[src/rtl/pic_bus_interface.sv]
// 8259A-style CPU bus front end: strobe synchroniser, write latch, initialization
// sequencer and OCW3 read-register selection. All state advances on the falling clock edge.
module pic_bus_interface #(
  parameter int DATA_WIDTH  = 8,
  parameter int SYNC_STAGES = 2
) (
  input  logic                  clock,
  input  logic                  reset,
  input  logic                  CS,
  input  logic                  RD,
  input  logic                  WR,
  input  logic                  address,
  input  logic [DATA_WIDTH-1:0] data_bus_in,
  output logic [DATA_WIDTH-1:0] internal_data_bus,
  output logic                  write_icw1,
  output logic                  write_icw2,
  output logic                  write_icw3,
  output logic                  write_icw4,
  output logic                  write_ocw1,
  output logic                  write_ocw2,
  output logic                  write_ocw3,
  output logic                  init_done,
  output logic                  cfg_single,
  output logic                  cfg_icw4,
  output logic                  cfg_level,
  output logic                  poll_cmd,
  output logic                  read,
  output logic [1:0]            read_select,
  output logic [2:0]            fsm_state
);

  typedef enum logic [2:0] {
    UNINIT   = 3'd0,
    EXP_ICW2 = 3'd1,
    EXP_ICW3 = 3'd2,
    EXP_ICW4 = 3'd3,
    READY    = 3'd4
  } state_t;

  state_t     state;
  logic       cs_s, rd_s, wr_s, a0_s;
  logic       prev_wr;
  logic       a0_lat;
  logic [1:0] ocw3_sel;
  logic [1:0] sel_next;
  logic       wr_done;
  logic       read_now;
  logic       is_icw1, is_ocw2, is_ocw3;

  // Idle values of the synchronisers match an inactive bus so reset release never fakes an edge.
  generate
    if (SYNC_STAGES == 0) begin : g_direct
      assign cs_s = CS;
      assign rd_s = RD;
      assign wr_s = WR;
      assign a0_s = address;
    end else begin : g_sync
      logic [SYNC_STAGES-1:0] cs_q, rd_q, wr_q, a0_q;
      always_ff @(negedge clock or posedge reset) begin
        if (reset) begin
          cs_q <= '1;
          rd_q <= '1;
          wr_q <= '1;
          a0_q <= '0;
        end else begin
          cs_q[0] <= CS;
          rd_q[0] <= RD;
          wr_q[0] <= WR;
          a0_q[0] <= address;
          for (int i = 1; i < SYNC_STAGES; i++) begin
            cs_q[i] <= cs_q[i-1];
            rd_q[i] <= rd_q[i-1];
            wr_q[i] <= wr_q[i-1];
            a0_q[i] <= a0_q[i-1];
          end
        end
      end
      assign cs_s = cs_q[SYNC_STAGES-1];
      assign rd_s = rd_q[SYNC_STAGES-1];
      assign wr_s = wr_q[SYNC_STAGES-1];
      assign a0_s = a0_q[SYNC_STAGES-1];
    end
  endgenerate

  assign wr_done   = ~prev_wr & wr_s;
  assign read_now  = ~rd_s & ~cs_s & wr_s;
  assign is_icw1   = ~a0_lat & internal_data_bus[4];
  assign is_ocw2   = ~a0_lat & ~internal_data_bus[4] & ~internal_data_bus[3];
  assign is_ocw3   = ~a0_lat & ~internal_data_bus[4] & internal_data_bus[3];
  assign fsm_state = state;

  always_comb begin
    sel_next = ocw3_sel;
    if (wr_done) begin
      if (is_icw1)
        sel_next = 2'b00;
      else if (is_ocw3 && state == READY && internal_data_bus[1])
        sel_next = {1'b0, internal_data_bus[0]};
    end
  end

  always_ff @(negedge clock or posedge reset) begin
    if (reset) begin
      state             <= UNINIT;
      internal_data_bus <= '0;
      a0_lat            <= 1'b0;
      prev_wr           <= 1'b1;
      write_icw1        <= 1'b0;
      write_icw2        <= 1'b0;
      write_icw3        <= 1'b0;
      write_icw4        <= 1'b0;
      write_ocw1        <= 1'b0;
      write_ocw2        <= 1'b0;
      write_ocw3        <= 1'b0;
      poll_cmd          <= 1'b0;
      init_done         <= 1'b0;
      cfg_single        <= 1'b0;
      cfg_icw4          <= 1'b0;
      cfg_level         <= 1'b0;
      read              <= 1'b0;
      ocw3_sel          <= 2'b00;
      read_select       <= 2'b00;
    end else begin
      write_icw1 <= 1'b0;
      write_icw2 <= 1'b0;
      write_icw3 <= 1'b0;
      write_icw4 <= 1'b0;
      write_ocw1 <= 1'b0;
      write_ocw2 <= 1'b0;
      write_ocw3 <= 1'b0;
      poll_cmd   <= 1'b0;

      if (!cs_s && !wr_s) begin
        internal_data_bus <= data_bus_in;
        a0_lat            <= a0_s;
      end
      // Dropping CS mid-write forgets the low phase, so the later WR rise is not a completion.
      prev_wr <= cs_s ? 1'b1 : wr_s;

      if (wr_done) begin
        if (is_icw1) begin
          write_icw1 <= 1'b1;
          cfg_single <= internal_data_bus[1];
          cfg_icw4   <= internal_data_bus[0];
          cfg_level  <= internal_data_bus[3];
          init_done  <= 1'b0;
          state      <= EXP_ICW2;
        end else if (a0_lat) begin
          case (state)
            EXP_ICW2: begin
              write_icw2 <= 1'b1;
              if (!cfg_single)
                state <= EXP_ICW3;
              else if (cfg_icw4)
                state <= EXP_ICW4;
              else begin
                state     <= READY;
                init_done <= 1'b1;
              end
            end
            EXP_ICW3: begin
              write_icw3 <= 1'b1;
              if (cfg_icw4)
                state <= EXP_ICW4;
              else begin
                state     <= READY;
                init_done <= 1'b1;
              end
            end
            EXP_ICW4: begin
              write_icw4 <= 1'b1;
              state      <= READY;
              init_done  <= 1'b1;
            end
            READY:   write_ocw1 <= 1'b1;
            default: ;
          endcase
        end else if (state == READY) begin
          if (is_ocw2)
            write_ocw2 <= 1'b1;
          else if (is_ocw3) begin
            write_ocw3 <= 1'b1;
            poll_cmd   <= internal_data_bus[2];
          end
        end
      end

      ocw3_sel    <= sel_next;
      read        <= read_now;
      read_select <= (read_now && a0_s) ? 2'b10 : sel_next;
    end
  end

endmodule
[config.mk]
export PLATFORM = sky130hd
export DESIGN_NAME = pic_bus_interface
export DESIGN_NICKNAME = d
export VERILOG_FILES = /design/src/rtl/pic_bus_interface.sv
export SDC_FILE = /design/constraint.sdc
export NUM_CORES = 1
export LEC_CHECK = 0
export ABC_AREA = 1
export CORE_UTILIZATION = 30
export CTS_CLUSTER_DIAMETER = 30
export DETAILED_ROUTE_END_ITERATION = 10
export PLACE_DENSITY = 0.52
export SLEW_MARGIN = 20
export SYNTH_ARGS = -nofsm -noshare
export SYNTH_HDL_FRONTEND = slang
export SYNTH_SLANG_ARGS = --single-unit
[constraint.sdc]
create_clock -name clock -period 1.5 [get_ports clock]
set_input_delay 0.15 -clock clock [delete_from_list [all_inputs] [get_ports clock]]
set_output_delay 0.15 -clock clock [all_outputs]
set_load 0.005 [all_outputs]
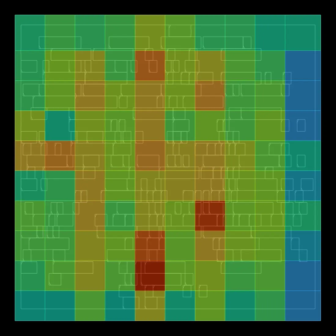
run_1/congestion.png
GRT Util Overall: 13.43%
M2 GR Usage: 23.17%
Global Route met3 Usage: 5.195%

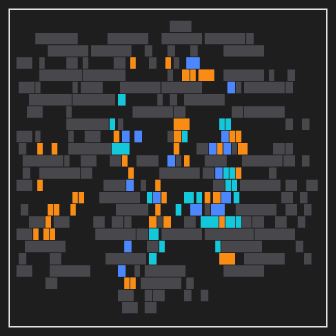
run_1/logic_types.png
Key: orange = NAND gates [cells 40]; blue = inverting AOI/OAI gates [cells 16]; cyan = NOR gates [cells 22]

==> results_dict.tcl, run 1 <==
# place-and-route summary
set metrics [dict create \
    status "finished with violations" \
    violations "negative setup slack" \
    grt_max_degree 18 \
    setup_ws_ps -229.2 \
    p_leak_uw 0.001102 \
    total_power_uw 2932 \
    ir_drop_v 0.0006137 \
    crit_family "flip-flops" \
    ys_types 19 \
    cts_buffers 5 \
    crit_arrival_ps 1580 \
    grt-ovfl-total 0 \
    wirelength_um 2943 \
    dieArea_sq_um 4940 \
    antenna_cells 0 \
    root_buffer "clkbuf_8" \
    max_slew_margin_pct 74.84 \
    hold_path.class "reg2reg" \
    syn2layout_area_growth_pct 47.67 \
    top_area_share_pct 55.46 \
    antenna_found_initial 0 \
    dieWidth_um 70.29 \
    synth_area_sq_um 1399 \
    fin_skew_ps 48.45 \
    drive_gt1_share_pct 36.97 \
    yosys_cells 134 \
    final_cell_area_sq_um 2066 \
    cts_hold_buf 0 \
    worstReg2RegEnd "fsm_state[2]$_DFFE_NP0P_" \
    drv_cap 0 \
    gp_congestion 0.8185 \
    clk_pin_slew_ps 50 \
    pin_count 40 \
    critical_path_class "reg2out" \
    report.final.setup_viol 26 \
    grt_pass1_wl_um 5147 \
    cts_tree "built" \
]
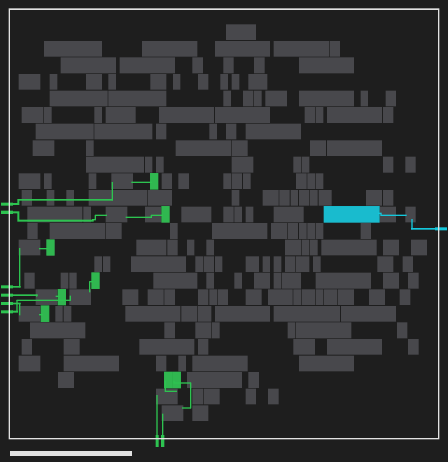
run_1/io_fan.png
The bar under the picture is 20 um long.
Key: cyan = cfg_single [bits 1, direction output, edge right, end cells 1, buffers 1, wire 10.3 um]; green = data_bus_in [bits 8, direction input, edge 6 left, 2 bottom, end cells 8, buffers 8, wire 100 um]

[run 1: sequential cells by signal, summed over array words and instances (netlist names), 2 cells and up]
signal,cells
g_sync.rd_q,2
g_sync.wr_q,2
read_select,2
fsm_state,3
g_sync.cs_q,2
internal_data_bus,8
ocw3_sel,2
g_sync.a0_q,2
[run 1: kinds of logic (layout without fill, tap and decap cells)]
| logic type | count (synthesis) | after routing | synth area share, % |
|---|---|---|---|
| simple gates | 62 | 62 | 20.21 |
| buf+inv | 18 | 95 | 4.919 |
| flops | 38 | 38 | 68.60 |
| compound gates | 16 | 16 | 6.261 |
[run 1: worst min path at each step]
stage	endpoint	cells after the start	slack, ps
finish	g_sync.a0_q[1]$_DFF_NP0_	0	300
global route	g_sync.a0_q[1]$_DFF_NP0_	0	300
CTS	g_sync.a0_q[1]$_DFF_NP0_	0	300
detailed placement	g_sync.a0_q[1]$_DFF_NP0_	0	300
global placement	g_sync.a0_q[1]$_DFF_NP0_	0	300
floorplan	g_sync.a0_q[1]$_DFF_NP0_	0	290
[run 1: cells in the mapped netlist (all sizes together)]
library cell and instances:
a21oi 2, buf 1, dfrtn 31, dfstp 7, inv 17, nand2 32
nand3 8, nor2 19, nor3 2, nor4 1, o21ai 12, o21bai 1
o22ai 1
[run 1: what timing repair did]
item / CTS / global route
gates resized: 103 / 5
buffers inserted: 6 / 4
pin swaps: 0 / 1
endpoints found under the setup margin: 26 / 27
[run 1: power breakdown]
part / internal (uW) / switching (uW) / leakage (uW) / total (uW)
clock: 516 / 401 / 0.0000914 / 917
combinational: 397 / 397 / 0.000534 / 794
sequential: 1170 / 55.6 / 0.000477 / 1220
total: 2080 / 854 / 0.00110 / 2930
[run 1: per-layer routing]
layer  part of all wire, %  track usage [%]  vias to the layer above  wire [um]
met3                   6.8            5.195                        7        200
met4                   2.1            5.333                        0         62
met1                    41            14.67                      499       1205
met2                    50            23.17                       36       1475
met5                     0                0                        -          0
li1                      -                -                      569          -
[run 1: metrics by stage]
step                      util [%]  setup WS [ps]  hold WS (ps)  std cells
final                        46.80         -229.2         295.5        263
after global routing         46.80         -271.1         303.3        263
after global placement       44.81         -312.1         295.8        239
after floorplan                  -          118.8         291.7        134
after detailed placement     44.81         -319.8         296.0        239
after CTS                    45.92         -239.6         296.1        259
[run 1: layout make-up]
class	count	share of cell area (%)
well taps	52	3.150
clock inverters	10	3.331
clock buffers	5	3.331
multi-input cells	78	18.23
repair buffers	64	22.29
flip-flops and latches	38	46.46
inverters	16	3.210
==> inputs of run 2 (changes only) <==
--- a/config.mk
+++ b/config.mk
@@ -6,6 +6,7 @@
 export NUM_CORES = 1
 export LEC_CHECK = 0
 export ABC_AREA = 1
+export CORE_MARGIN = 5
 export CORE_UTILIZATION = 30
 export CTS_CLUSTER_DIAMETER = 30
 export DETAILED_ROUTE_END_ITERATION = 10
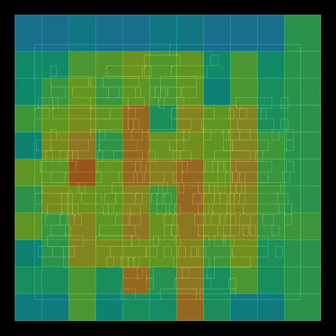
run_2/congestion.png
Core Util, Final: 45.41%
GRT met1 Usage: 11.97%

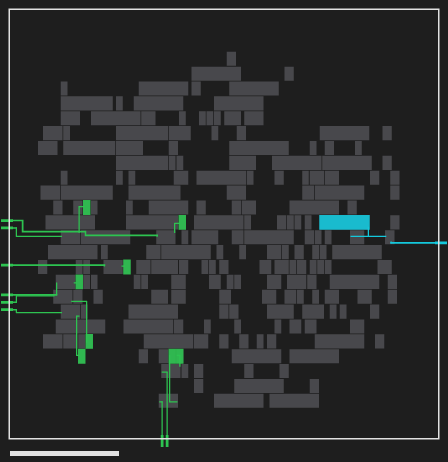
run_2/io_fan.png
The bar under the picture is 20 um long.
Key: green = data_bus_in [bits 8, direction input, edge 6 left, 2 bottom, end cells 8, buffers 8, wire 145 um]; cyan = cfg_single [bits 1, direction output, edge right, end cells 1, buffers 1, wire 16.4 um]

==> results_dict.tcl, run 2 <==
# place-and-route summary
set metrics [dict create \
    status "finished with violations" \
    violations "negative setup slack" \
    grt_max_degree 20 \
    synth-async-reset-ratio_pct 100.0 \
    yosysMostFrequentCell "nand2_1" \
    common_cells "nand2_1 (32), dfrtn_1 (31), inv_1 (16)" \
    largest_reg_flops 8 \
    grt_pass1_wl_um 5023 \
    yosys_cells 134 \
    track_usage_pct 10.45 \
    gp_congestion 0.7479 \
    ys_types 19 \
    root_buffer "clkbuf_8" \
    clk_pin_slew_ps 50 \
    fin_skew_ps 53.38 \
    dp_cells 238 \
    p_leak_uw 0.001066 \
    combPwrFrac_pct 24.7 \
    edf_count 0 \
    cts_tree "built" \
    synth_area_sq_um 1399 \
    setup_ws_ps -231.8 \
    cts_buffers 5 \
    syn2layout_area_growth_pct 44.28 \
    final_cells 256 \
    switching_share_pct 29.34 \
    p_clk_share_pct 32.8 \
    crit_family "flip-flops" \
    highest_layer "met4" \
    dieArea_sq_um 6129 \
    grt-ovfl-total 0 \
    regMostFlops "internal_data_bus" \
    wirelength_met1_um 1243 \
    row_count 24 \
    drv_cap 0 \
    antenna_cells 0 \
    synth-main-ff-cell "dfrtn_1" \
    ir_drop_v 0.0006991 \
    pin_count 40 \
    place_ws_ps -324.8 \
    wl_met2_um 1422 \
    report.final.setup_viol 26 \
    max_slew_margin_pct 83.39 \
    drive_gt1_share_pct 35.78 \
    antenna_found_initial 0 \
    p_switching_uw 841.1 \
    critical_path_class "reg2out" \
    crit_arrival_ps 1580 \
    power_frac_seq_pct 42.5 \
    hold_path.class "reg2reg" \
]
==> run 2: netlist changes by cell type in the layout (fill, tap and decap cells not counted), sizes merged <==
cell | previous run | this run
buf | 51 | 44
clkinv | 1 | 0
inv | 22 | 23
==> run 2: stage by stage <==
step | utilization (%) | hold slack, ps | TNS, ps | total power [uW] | instance area, sq um
3_5_place_dp | 44.34 | 296.9 | -8132 | 2037 | 1971
6_report | 45.41 | 295.3 | -5154 | 2867 | 2018
5_1_grt | 45.41 | 296.6 | -6191 | 3077 | 2018
2_1_floorplan | - | 291.7 | 0 | 1603 | 1403
4_1_cts | 44.85 | 297.1 | -5559 | 2895 | 1993
3_3_place_gp | 44.34 | 291.7 | -7901 | 2024 | 1971
==> run 2: final timing paths <==
| check | slack, ps | to | cells after the start | start |
|---|---|---|---|---|
| setup / recovery | -230 | internal_data_bus[1] | 1 | internal_data_bus[1]$_DFFE_NP0P_ |
| hold / removal | 300 | g_sync.a0_q[1]$_DFF_NP0_ | 0 | g_sync.a0_q[0]$_DFF_NP0_ |
| setup reg to reg | 130 | fsm_state[1]$_DFFE_NP0P_ | 5 | g_sync.wr_q[1]$_DFF_NP1_ |
| hold reg to reg | 300 | g_sync.a0_q[1]$_DFF_NP0_ | 0 | g_sync.a0_q[0]$_DFF_NP0_ |
| max in group asynchronous | 350 | ocw3_sel[1]$_DFF_NP0_ | 3 | reset |
| min in group asynchronous | 990 | internal_data_bus[6]$_DFFE_NP0P_ | 3 | reset |
==> run 2: cells by family (layout without fill, tap and decap cells) <==
| kind of cell | count (synthesis) | after routing | synth area share, % |
|---|---|---|---|
| DFF | 38 | 38 | 68.60 |
| AOI/OAI and AO/OA | 16 | 16 | 6.261 |
| and+or+nand+nor | 62 | 62 | 20.21 |
| buffers and inverters | 18 | 88 | 4.919 |
==> run 2: power groups by stage <==
stage	clock (uW)	combinational [uW]	sequential [uW]
finish	940	708	1220
global route	1050	794	1240
CTS	984	690	1220
detailed placement	33.0	760	1240
global placement	33.0	754	1240
floorplan	33.0	279	1290
==> run 2: timing repair <==
item / in CTS / in global routing
setup endpoints to repair: 26 / 30
cloned: 0 / 0
buffers inserted: 2 / 2
resized: 104 / 4
==> run 2: layer usage <==
| metal | track usage (%) | vias to the layer above |
|---|---|---|
| li1 | - | 554 |
| met1 | 11.97 | 493 |
| met2 | 17.55 | 33 |
| met3 | 4.805 | 6 |
| met4 | 3.147 | 0 |
| met5 | 0 | - |
==> run 2: final cells by class <==
type | count | area (sq um) | share of cell area [%]
clock inverters | 10 | 72.57 | 3.596
multi-input cells | 78 | 380.4 | 18.85
repair buffers | 57 | 407.9 | 20.21
inverters | 16 | 63.81 | 3.162
well taps | 52 | 65.06 | 3.224
clock buffers | 5 | 68.82 | 3.410
flip-flops and latches | 38 | 959.7 | 47.55
==> run 2: worst reg2reg max path: cells and delay by family, from the launching register on <==
kind                   cells  cell delay, ps
AND-OR/OR-AND              2             220
buffers and inverters      1              70
flip-flops                 1             520
AND/OR/NAND/NOR            2             360
==> inputs of run 3 (changes only) <==
--- a/config.mk
+++ b/config.mk
@@ -5,7 +5,6 @@
 export SDC_FILE = /design/constraint.sdc
 export NUM_CORES = 1
 export LEC_CHECK = 0
-export ABC_AREA = 1
 export CORE_MARGIN = 5
 export CORE_UTILIZATION = 30
 export CTS_CLUSTER_DIAMETER = 30
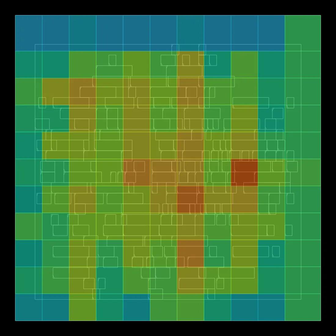
run_3/congestion.png
GRT Util Overall: 10.96%
Global Route met3 Usage: 4.691%
M2 GR Usage: 18.66%

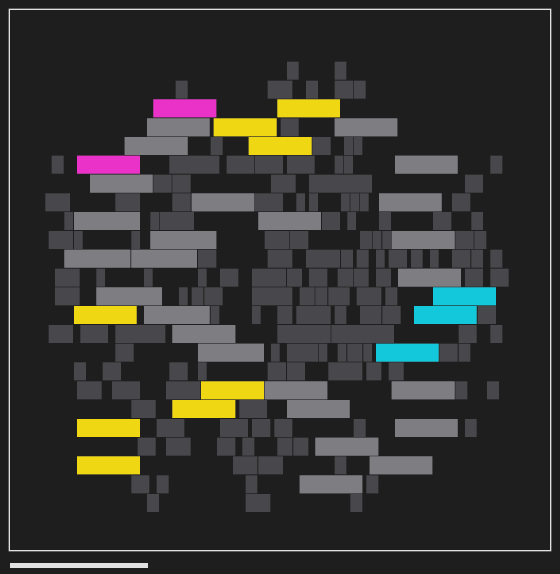
run_3/flops_by_reg.png
The bar under the picture is 20 um long. Other sequential cells in the stronger grey, the rest of the logic in the fainter grey.
Key: cyan = fsm_state [flops 3]; magenta = read_select [flops 2]; yellow = internal_data_bus [flops 8]
Another 25 sequential cells are not coloured.

==> results_dict.tcl, run 3 <==
# place-and-route summary
set metrics [dict create \
    status "finished with violations" \
    violations "negative setup slack" \
    yosys_cells 107 \
    edf_count 0 \
    final_cells 240 \
    place_ws_ps -317.9 \
    grt_pass1_wl_um 5292 \
    yosysWarnings 0 \
    antenna_found_initial 0 \
    dieArea_sq_um 6109 \
    ys_types 28 \
    crit_arrival_ps 1560 \
    cts_tree "built" \
    common_cells "dfrtn_1 (31), nand2_1 (13), mux2_2 (8)" \
    dp_cells 215 \
    grt_max_degree 20 \
    crit_family "flip-flops" \
    cp-end-kind "output port" \
    postPlaceCellArea_sq_um 2008 \
    antenna_cells 0 \
    wirelength_um 2987 \
    synth_area_sq_um 1394 \
    p_leak_uw 0.001096 \
    fp_nets 121 \
    holdWs_ps 300.3 \
    final_cell_area_sq_um 2145 \
    root_buffer "clkbuf_8" \
    yosysMostFrequentCell "dfrtn_1" \
    largest_reg_flops 8 \
    fin_skew_ps 51.51 \
    grt-ovfl-total 0 \
    clock_latency_ps 340 \
    drive_gt1_share_pct 46.28 \
    pin_count 40 \
    cts_buffers 5 \
    critical_path_class "reg2out" \
    synth-async-reset-ratio_pct 100.0 \
    drv_cap 0 \
    clk_pin_slew_ps 50 \
    report.final.setup_viol 26 \
    ir_drop_v 0.0006486 \
    regMostFlops "internal_data_bus" \
    setup_ws_ps -213.1 \
    synth-main-ff-cell "dfrtn_1" \
    combGateArea_sq_um 437.9 \
]
-- run 3: final cells by class --
class	instances	share of cell area, %
inverter	6	1.225
tap	52	3.034
clock inverter	8	1.575
clock buffer	7	5.543
sequential	38	44.75
multi-input combinational	61	20.42
timing repair buffer	68	23.45
-- run 3: cells by family (layout without fill, tap and decap cells) --
| logic type | count (synthesis) | count (layout) | synth area share [%] |
|---|---|---|---|
| AND/OR/NAND/NOR | 39 | 39 | 15.71 |
| flip-flops | 38 | 38 | 68.85 |
| AND-OR/OR-AND | 13 | 13 | 6.015 |
| multiplexers | 9 | 9 | 7.182 |
| buffers and inverters | 8 | 89 | 2.244 |
-- run 3: worst paths after layout --
check / cells past startpoint / slack, ps / startpoint / endpoint
max in group asynchronous: 3 / 350 / reset / internal_data_bus[2]$_DFFE_NP0P_
min in group asynchronous: 3 / 840 / reset / g_sync.a0_q[0]$_DFF_NP0_
max: 1 / -210 / internal_data_bus[2]$_DFFE_NP0P_ / internal_data_bus[2]
min reg2reg: 0 / 300 / g_sync.a0_q[0]$_DFF_NP0_ / g_sync.a0_q[1]$_DFF_NP0_
min: 0 / 300 / g_sync.a0_q[0]$_DFF_NP0_ / g_sync.a0_q[1]$_DFF_NP0_
max reg2reg: 4 / 90 / g_sync.wr_q[1]$_DFF_NP1_ / read_select[1]$_DFF_NP0_
-- run 3: where the power goes --
group / switching (uW) / internal (uW) / total, uW / leakage [uW]
logic: 367 / 439 / 806 / 0.000526
clock network: 398 / 553 / 952 / 0.0000980
registers: 58.8 / 1170 / 1230 / 0.000472
total: 824 / 2160 / 2980 / 0.00110
-- run 3: what timing repair did --
action	4_1_cts	5_1_grt
pin swaps	2	4
hold buffers	0	0
gates resized	105	7
setup endpoints to repair	27	31
setup buffers	6	7
-- run 3: through the flow --
stage	util, %	setup TNS [ps]	power [uW]
2_1_floorplan	-	0	1604
3_3_place_gp	45.19	-9073	2069
3_5_place_dp	45.19	-9281	2080
4_1_cts	46.73	-5397	2979
5_1_grt	48.25	-6010	3201
6_report	48.25	-5036	2983
-- run 3: per-layer routing --
| layer | GRT usage [%] | routed length (um) |
|---|---|---|
| met1 | 12.59 | 1214 |
| met2 | 18.66 | 1525 |
| met3 | 4.691 | 213 |
| met4 | 3.147 | 33 |
| met5 | 0 | 0 |
No activity file was given, so power comes from the tool's default toggle rates.
